Run 1, ports around the boundary:
(6 px per um) Pins as bars across the die edge, other pins in grey.
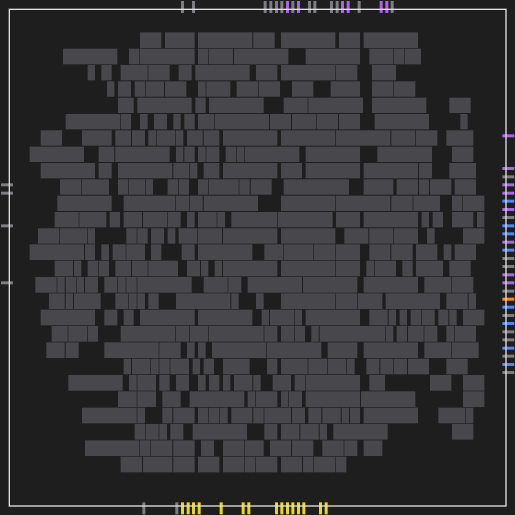
Run 1, signal wires on met2:
(6 px per um)
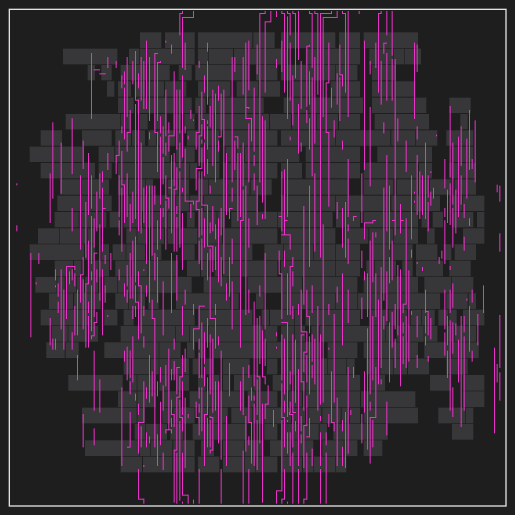
Run 1, metal 3:
(6 px per um)
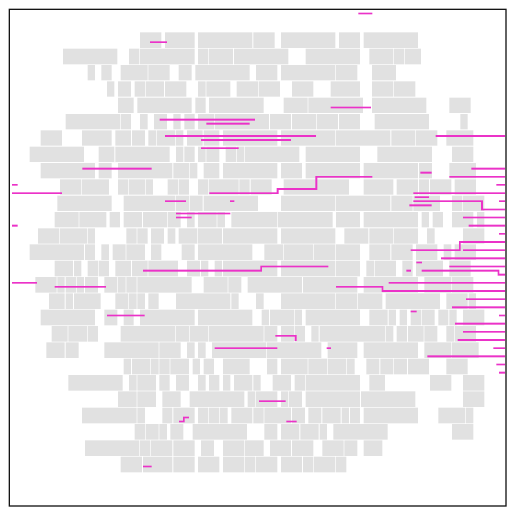
Run 1, routing congestion map:
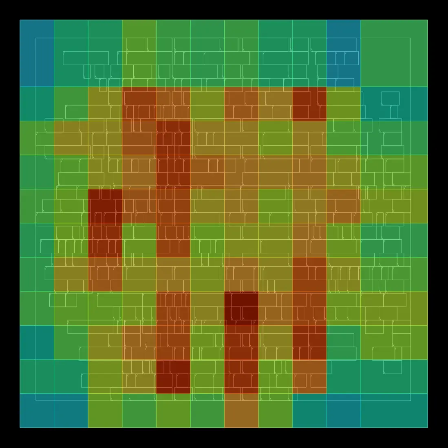
[config.mk]
export PLATFORM = sky130hd
export DESIGN_NAME = binarize_scan
export DESIGN_NICKNAME = d
export VERILOG_FILES = /design/src/rtl/binarize_scan_pkg.sv /design/src/rtl/binarize_cmp.sv /design/src/rtl/binarize_scan.sv
export SDC_FILE = /design/constraint.sdc
export NUM_CORES = 1
export LEC_CHECK = 0
export CORE_MARGIN = 3
export CORE_UTILIZATION = 55
export DETAILED_ROUTE_END_ITERATION = 12
export PLACE_DENSITY = 0.9
export SYNTH_ARGS = -nofsm -noshare
export SYNTH_HDL_FRONTEND = slang
export SYNTH_SLANG_ARGS = --single-unit
[constraint.sdc]
create_clock -name clock -period 3.87 [get_ports clock]
set_input_delay 0.774 -clock clock [delete_from_list [all_inputs] [get_ports clock]]
set_output_delay 0.774 -clock clock [all_outputs]
set_load 0.02 [all_outputs]
[src/rtl/binarize_scan_pkg.sv]
// Shared definitions for the binarize_scan frame thresholder: FSM encoding,
// default geometry and pipeline flush length.
package binarize_scan_pkg;

    typedef enum logic [1:0] {
        IDLE  = 2'd0,
        RUN   = 2'd1,
        DRAIN = 2'd2,
        DONE  = 2'd3
    } state_e;

    localparam int ADDR_W_DEF  = 14;
    localparam int PIX_W_DEF   = 8;
    localparam int NUM_PIX_DEF = 16384;
    localparam int DRAIN_LEN   = 2;

endpackage

[src/rtl/binarize_cmp.sv]
// Registered compare stage: pixel against offset-reduced local threshold,
// polarity applied, address and strobe carried alongside the result.
module binarize_cmp #(
    parameter int ADDR_W = 14,
    parameter int PIX_W  = 8,
    parameter int OFFSET = 0
) (
    input  logic              clk_i,
    input  logic              rst_ni,
    input  logic              vld_i,
    input  logic [ADDR_W-1:0] addr_i,
    input  logic [PIX_W-1:0]  pix_i,
    input  logic [PIX_W-1:0]  thr_i,
    input  logic              invert_i,
    output logic              wr_en_o,
    output logic [ADDR_W-1:0] wr_addr_o,
    output logic              wr_data_o
);

    localparam logic [PIX_W:0] OFF_C = (PIX_W+1)'(OFFSET);

    // Extra MSB keeps the subtraction free of wrap before the clamp to zero.
    function automatic logic [PIX_W:0] eff_thr(input logic [PIX_W-1:0] thr);
        logic [PIX_W:0] ext;
        ext = {1'b0, thr};
        if (ext < OFF_C) return '0;
        return ext - OFF_C;
    endfunction

    logic              wr_en_q;
    logic [ADDR_W-1:0] wr_addr_q;
    logic              wr_data_q;
    logic              wr_data_d;

    always_comb begin
        wr_data_d = ({1'b0, pix_i} > eff_thr(thr_i)) ^ invert_i;
    end

    always_ff @(posedge clk_i or negedge rst_ni) begin
        if (!rst_ni) begin
            wr_en_q   <= 1'b0;
            wr_addr_q <= '0;
            wr_data_q <= 1'b0;
        end else begin
            wr_en_q <= vld_i;
            if (vld_i) begin
                wr_addr_q <= addr_i;
                wr_data_q <= wr_data_d;
            end
        end
    end

    assign wr_en_o   = wr_en_q;
    assign wr_addr_o = wr_addr_q;
    assign wr_data_o = wr_data_q;

endmodule

[src/rtl/binarize_scan.sv]
// Frame scanner: walks both ROMs with one shared address, binarizes each
// pixel against its local threshold and writes the result to an output RAM.
module binarize_scan
    import binarize_scan_pkg::*;
#(
    parameter int ADDR_W  = ADDR_W_DEF,
    parameter int PIX_W   = PIX_W_DEF,
    parameter int NUM_PIX = NUM_PIX_DEF,
    parameter int OFFSET  = 0
) (
    input  logic              clock,
    input  logic              reset_n,
    input  logic              start,
    input  logic              invert,
    output logic [ADDR_W-1:0] rd_addr,
    input  logic [PIX_W-1:0]  pix_q,
    input  logic [PIX_W-1:0]  thr_q,
    output logic              wr_en,
    output logic [ADDR_W-1:0] wr_addr,
    output logic              wr_data,
    output logic              busy,
    output logic              done,
    output logic [ADDR_W:0]   white_count
);

    localparam logic [ADDR_W-1:0] LAST_ADDR = ADDR_W'(NUM_PIX - 1);
    localparam logic [ADDR_W:0]   MAX_CNT   = (ADDR_W+1)'(NUM_PIX);
    localparam logic [1:0]        DRAIN_END = 2'(DRAIN_LEN - 1);

    state_e            state_q;
    logic [ADDR_W-1:0] rd_addr_q;
    logic              issue_q;
    logic [1:0]        drain_q;
    logic              busy_q;
    logic              done_q;
    logic              inv_q;
    logic              vld_p1_q;
    logic [ADDR_W-1:0] addr_p1_q;
    logic [ADDR_W:0]   white_q;
    logic [ADDR_W:0]   white_d;

    // issue_q marks cycles whose rd_addr is a real read; the address holds
    // at the last pixel for one cycle after the final issue instead of wrapping.
    always_ff @(posedge clock or negedge reset_n) begin
        if (!reset_n) begin
            state_q   <= IDLE;
            rd_addr_q <= '0;
            issue_q   <= 1'b0;
            drain_q   <= '0;
            busy_q    <= 1'b0;
            done_q    <= 1'b0;
            inv_q     <= 1'b0;
        end else begin
            done_q <= 1'b0;
            case (state_q)
                IDLE: begin
                    if (start) begin
                        state_q   <= RUN;
                        rd_addr_q <= '0;
                        issue_q   <= 1'b1;
                        inv_q     <= invert;
                        busy_q    <= 1'b1;
                    end
                end
                RUN: begin
                    if (issue_q) begin
                        if (rd_addr_q == LAST_ADDR) issue_q <= 1'b0;
                        else rd_addr_q <= rd_addr_q + 1'b1;
                    end else begin
                        state_q <= DRAIN;
                        drain_q <= '0;
                    end
                end
                DRAIN: begin
                    if (drain_q == DRAIN_END) begin
                        state_q <= DONE;
                        busy_q  <= 1'b0;
                        done_q  <= 1'b1;
                    end else begin
                        drain_q <= drain_q + 1'b1;
                    end
                end
                DONE:    state_q <= IDLE;
                default: state_q <= IDLE;
            endcase
        end
    end

    // ROM read latency stage
    always_ff @(posedge clock or negedge reset_n) begin
        if (!reset_n) begin
            vld_p1_q  <= 1'b0;
            addr_p1_q <= '0;
        end else begin
            vld_p1_q  <= issue_q;
            addr_p1_q <= rd_addr_q;
        end
    end

    binarize_cmp #(
        .ADDR_W (ADDR_W),
        .PIX_W  (PIX_W),
        .OFFSET (OFFSET)
    ) u_cmp (
        .clk_i     (clock),
        .rst_ni    (reset_n),
        .vld_i     (vld_p1_q),
        .addr_i    (addr_p1_q),
        .pix_i     (pix_q),
        .thr_i     (thr_q),
        .invert_i  (inv_q),
        .wr_en_o   (wr_en),
        .wr_addr_o (wr_addr),
        .wr_data_o (wr_data)
    );

    always_comb begin
        white_d = white_q;
        if (state_q == IDLE && start) white_d = '0;
        else if (wr_en && wr_data && white_q != MAX_CNT) white_d = white_q + 1'b1;
    end

    always_ff @(posedge clock or negedge reset_n) begin
        if (!reset_n) white_q <= '0;
        else          white_q <= white_d;
    end

    assign rd_addr     = rd_addr_q;
    assign busy        = busy_q;
    assign done        = done_q;
    assign white_count = white_q;

endmodule

==> results.cfg, run 1 <==
; physical design summary
[global_routing]
antenna_found_initial = 0
grt_pass1_vias = 2560
grtUsageMet2 = 0.406
grt_max_degree = 69

[timing]
timing.final.crit_share = 0.612
setup_viol = 0
fin_crit_ns = 2.37
clock_skew_ns = 0.00863
slew_violations = 0
rsz0062_at_grt = no
tightest_slew_ns = 0.816

[setup_path]
worstSetupPathType = register to register
worstPathRequired_ns = 4.13
setup.worst_path.end_class = register
cp_num_buf_inv = 1
r2r-end = rd_addr[12]
critPathTopFamily = simple AND/OR/NAND/NOR gates
crit_fanout = 19
critPathArrivalTime_ns = 2.63
start_kind = register
r2r_cells = 7
cp-endpoint = rd_addr[12]

[final_layout]
seq_area_mm2 = 0.00170
flop-count = 68
buf_share = 0.161
largest_register_ffs = 15
n_all_inverters = 15
comb_cells = 207
n_antenna_cell = 0
layout_top_cells = 68 x dfrtp_1, 65 x clkdlybuf4s50_1, 23 x nand2_1, 23 x nor2_1, 16 x mux2_2
clock_buffers = 9
clkCellAreaFrac = 0.0540
final_cell_area_mm2 = 0.00417

[logic_synthesis]
avgSynthCellArea_um2 = 10.8
synth.cell_area_mm2 = 0.00322
syn_nets = 333
ys.flops = 68
syn_inst = 298
ys_sh_adder = 0.0583
synth.distinct_cells = 45
yosysTopAreaCell = dfrtp_1
synthAoiAreaFrac = 0.0893
xor_share = 0.0353
synth-simple-area-share = 0.196
ys.flop_type = dfrtp_1
top_cell_area_share = 0.528
ys_chip_area_mm2 = 0.00322

[power]
switching_share = 0.347
p_seq_frac = 0.401
clock_power_share = 0.287
power_leader = sequential cells
switching_power_mw = 0.790
finalPower_mw = 2.28
comb_power_mw = 0.711
combPwrFrac = 0.312
seq-power_mw = 0.912

[job]
warning_count = 29

[routing]
wl_met2_um = 3790
wl_met1_um = 3040
ant_nets = 0
routed_via_density = 5.66
dr_wl_met3_um = 455

[floorplan]
core_mm2 = 0.00557
die_x_um = 82.5
fp.dieH_um = 82.5
io-pin-count = 67
chip_area_mm2 = 0.00681
taps = 72
row_count = 27
fp-utilization = 0.578

[place]
placed_cells = 430
placedInstanceArea_mm2 = 0.00394
pre_cts_ws_ns = 1.37

[clock_tree]
cts_setup_buffers = 0
cts_sinks = 68
cts_resized = 0
clk_pin_slew_ns = 0.07
clk_latency_ns = 0.36
clock-root-buffer = clkbuf_8
numCtsBuffers = 9
postCtsHoldBufs = 0

[worst_hold_path]
hold_path.class = register to register

[run_status]
status = finished clean
Back to the opening pictures, 'ports around the boundary':
- yellow: `white_count` (pins 15; direction output; edge bottom)
- orange: `wr_data` (pins 1; direction output; edge right)
- purple: `wr_addr` (pins 14; direction output; edge 8 right, 6 top)
- blue: `thr_q` (pins 8; direction input; edge right)
- all pins by edge: 27 right, 19 top, 17 bottom, 4 left

Back to the opening pictures, 'signal wires on met2':
- nets with wire on the layer: 351
- longest straight run: 40.6 um

Back to the opening pictures, 'metal 3':
- nets with wire on the layer: 51
- wire length on this layer: 455 um
- longest straight run: 24.8 um

Back to the opening pictures, 'routing congestion map':
gr busiest metal: met2
GRT met3 Usage: 0.0672
M1 GR Usage: 0.281
WL/cell: 16.7 um
Tot GR Track Use: 0.240

Run 1, wire density map:
(4 px per um) The die is cut into 17 by 17 equal tiles; dark blue is low, red is high, scaled to the fullest tile. Values are wire area over tile area, all layers added.
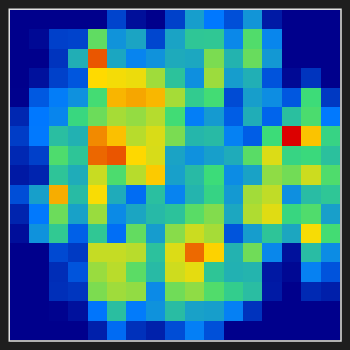

--- run 2 (diff from run 1) ---
- CORE_UTILIZATION: 55 -> 46
- PLACE_DENSITY: 0.9 -> 0.81
- clock period: 3.87 -> 2.15 ns (I/O delays scaled with it)
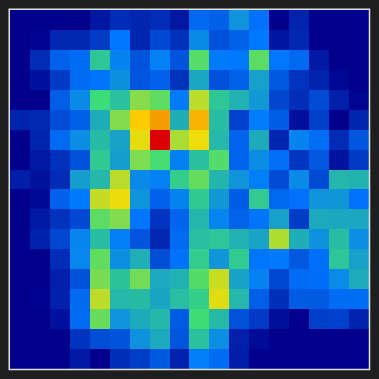
Run 2: wire density map
(4 px per um) The die is cut into 18 by 18 equal tiles; dark blue is low, red is high, scaled to the fullest tile. Values are wire area over tile area, all layers added.
- densest ninth of the die: middle
- fullest tile: 0.57
- tiles over half the peak: 9.9%
- mean over tiles: 0.13

==> run 2 against run 1 <==
  * Non-clock buffer count increased by 6
  * Routed wire length fell by 8.6%
  * Synthesized cell count stayed put
  * First-iteration DRC count shrank 54%
  * Critical path depth down 1
  * Setup slack lost 1.3 ns
  * Clock skew about the same
  * Sequential share of layout area shrank 0.38 points
  * Hold slack got worse by 0.40 ns
  * Area after synthesis unchanged
  * Highest routed layer unchanged
==> results.cfg, run 2 <==
; physical design summary
[run_status]
status = finished clean

[setup_path]
crit_fanout = 7
worstSetupPathType = register to register
cp_num_buf_inv = 0
critPathTopFamily = simple AND/OR/NAND/NOR gates
cp-endpoint = rd_addr[11]
r2r-end = rd_addr[11]
r2r_cells = 6
worstPathRequired_ns = 2.38
critPathArrivalTime_ns = 2.22

[power]
switching_share = 0.361
switching_power_mw = 1.41
combPwrFrac = 0.342
comb_power_mw = 1.33
seq-power_mw = 1.64
power_leader = sequential cells
finalPower_mw = 3.90
clock_power_share = 0.238
p_seq_frac = 0.420

[logic_synthesis]
synth-simple-area-share = 0.196
top_cell_area_share = 0.528
ys.flops = 68
synthAoiAreaFrac = 0.0893
synth.distinct_cells = 45
yosysTopAreaCell = dfrtp_1
ys_cells = 298
ys_sh_adder = 0.0583
synth.cell_area_mm2 = 0.00322
ys.flop_type = dfrtp_1
syn_inst = 298
syn_nets = 333

[clock_tree]
clk_latency_ns = 0.35
clock-root-buffer = clkbuf_8
numCtsBuffers = 9
postCtsHoldBufs = 0
cts_sinks = 68
clk_pin_slew_ns = 0.08
cts_resized = 0
cts_setup_buffers = 0

[timing]
rsz0062_at_grt = no
tightest_slew_ns = 0.701
fin_crit_ns = 1.98
clock_skew_ns = 0.00814

[job]
warning_count = 29

[final_layout]
n_antenna_cell = 0
fin_cells = 473
clock_buffers = 9
flop-count = 68
largest_register_ffs = 15
layout_top_cells = 68 x dfrtp_1, 65 x clkdlybuf4s50_1, 23 x nand2_1, 23 x nor2_1, 16 x mux2_2
buf_share = 0.173
n_all_inverters = 15
final_cell_area_mm2 = 0.00421

[floorplan]
io-pin-count = 67
taps = 93
die_x_um = 89.7
core_mm2 = 0.00657
chip_area_mm2 = 0.00804
fp.dieH_um = 89.7
row_count = 29
fp-utilization = 0.491

[global_routing]
grt_max_degree = 69
overflow = 0
busiest_layer = met2
grtUsageMet2 = 0.294
grt_util_all_layers = 0.179
met1_usage = 0.228
grt_pass1_vias = 2414
grt_pass1_wl_um = 11000
antenna_found_initial = 0

[place]
placed_cells = 454
gp_congestion = 0.834
placedInstanceArea_mm2 = 0.00400
pre_cts_ws_ns = -0.00792

[routing]
ant_nets = 0
routed_via_density = 5.24
wl_met1_um = 3050
wl_per_cell_um = 14.4
dr_wl_met3_um = 265

[worst_hold_path]
hold_path.class = primary input to asynchronous set/reset pin
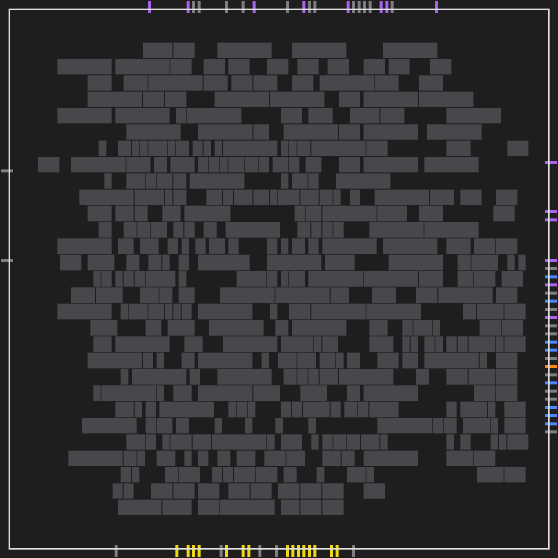
Run 2: ports around the boundary
(6 px per um) Pins as bars across the die edge, other pins in grey.
- purple: `wr_addr` (pins 14; direction output; edge 8 top, 6 right)
- orange: `wr_data` (pins 1; direction output; edge right)
- yellow: `white_count` (pins 15; direction output; edge bottom)
- blue: `thr_q` (pins 8; direction input; edge right)

Run 2, metal 3:
(6 px per um)
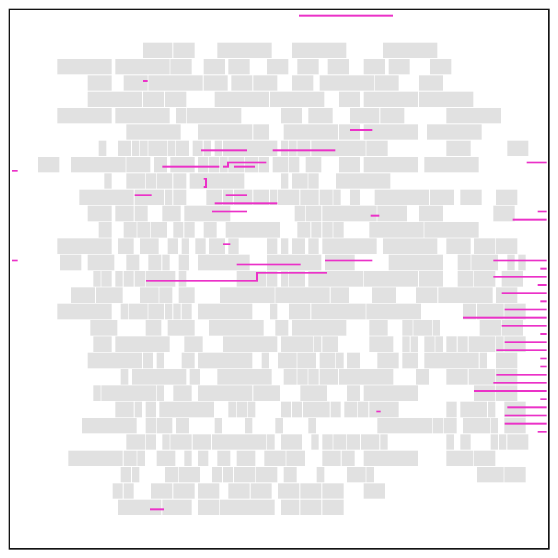

--- run 3 (diff from run 2) ---
- PLACE_DENSITY: 0.81 -> 0.77
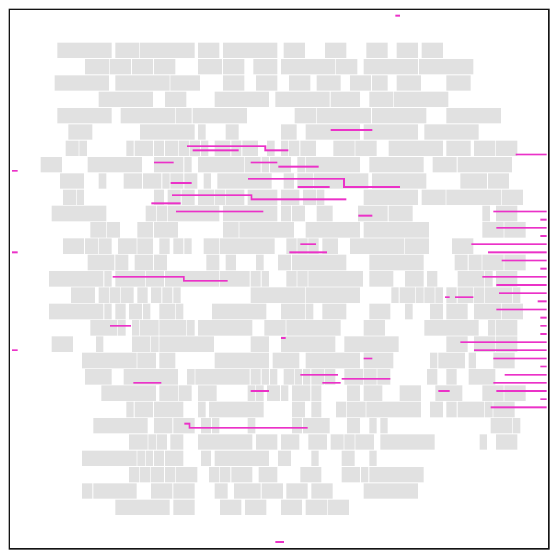
Run 3: metal 3
(6 px per um)
- share of all routed wire: 5.5%
- wire length on this layer: 374 um
- main direction: horizontal

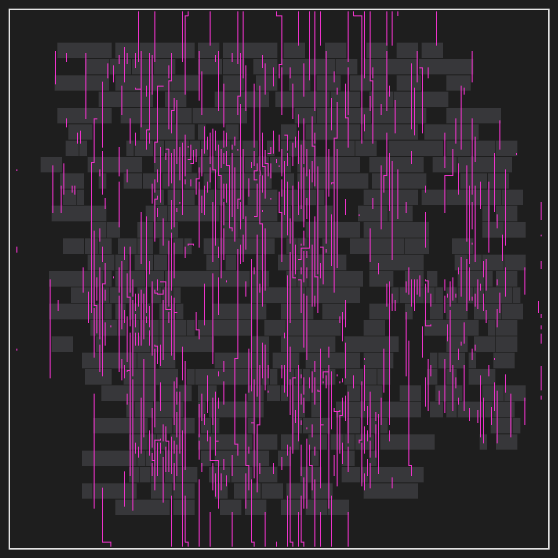
Run 3: signal wires on met2
(6 px per um)
- share of all routed wire: 48%
- main direction: vertical
- longest straight run: 32.0 um

==> run 3 against run 2 <==
  * Die area is the same
  * Utilization grew 0.61 points
  * Largest power group unchanged
  * Largest cell class unchanged
  * Global-route usage shrank 0.18 points
  * Via count is essentially flat
==> results.cfg, run 3 <==
; physical design summary
[place]
gp_congestion = 0.845
pre_cts_ws_ns = 0.0324
placedInstanceArea_mm2 = 0.00402

[logic_synthesis]
synth.distinct_cells = 45
ys_chip_area_mm2 = 0.00322
synth.cell_area_mm2 = 0.00322
top_cell_area_share = 0.528
ys.flops = 68
avgSynthCellArea_um2 = 10.8
synthAoiAreaFrac = 0.0893
ys.flop_type = dfrtp_1
ys_cells = 298

[routing]
routed_via_density = 5.24
wl_met2_um = 3250
wl_per_cell_um = 14.4
dr_wl_met3_um = 373
dr.first_iter.drc_count = 178

[power]
switching_share = 0.357
power_leader = sequential cells
switching_power_mw = 1.45
finalPower_mw = 4.08
p_seq_frac = 0.395
seq-power_mw = 1.61
combPwrFrac = 0.335

[clock_tree]
clock-root-buffer = clkbuf_8
postCtsHoldBufs = 0
cts_setup_buffers = 0
clk_latency_ns = 0.35
cts_sinks = 68
numCtsBuffers = 9

[final_layout]
flop-count = 68
clkCellAreaFrac = 0.0489
layout_top_cells = 68 x dfrtp_1, 65 x clkdlybuf4s50_1, 23 x nand2_1, 23 x nor2_1, 16 x mux2_2
n_all_inverters = 15
largest_register_ffs = 15
comb_cells = 207
buf_share = 0.171
clock_buffers = 9
n_antenna_cell = 0

[timing]
tightest_slew_ns = 0.398
slew_violations = 0
clock_skew_ns = 0.0115
timing.final.crit_share = 0.939
fin_crit_ns = 2.02

[global_routing]
grt_util_all_layers = 0.177
grtUsageMet2 = 0.280
grt_max_degree = 69
antenna_found_initial = 0
busiest_layer = met2
grt_pass1_wl_um = 11000
grt_pass1_vias = 2421
grt_use_met3 = 0.0338

[floorplan]
chip_area_mm2 = 0.00804
row_count = 29
io-pin-count = 67
fp-utilization = 0.491
taps = 93
fp.dieH_um = 89.7
die_x_um = 89.7
core_mm2 = 0.00657

[setup_path]
r2r-end = rd_addr[3]
crit_fanout = 9
r2r_cells = 6
worstPathRequired_ns = 2.39
cp_num_buf_inv = 0
critPathArrivalTime_ns = 2.26
critPathTopFamily = simple AND/OR/NAND/NOR gates
cp-endpoint = rd_addr[3]
setup.worst_path.end_class = register
start_kind = register

[run_status]
status = finished clean

[worst_hold_path]
hold_path.class = primary input to asynchronous set/reset pin

[job]
warning_count = 29
Power is estimated from default activity; no workload was simulated.
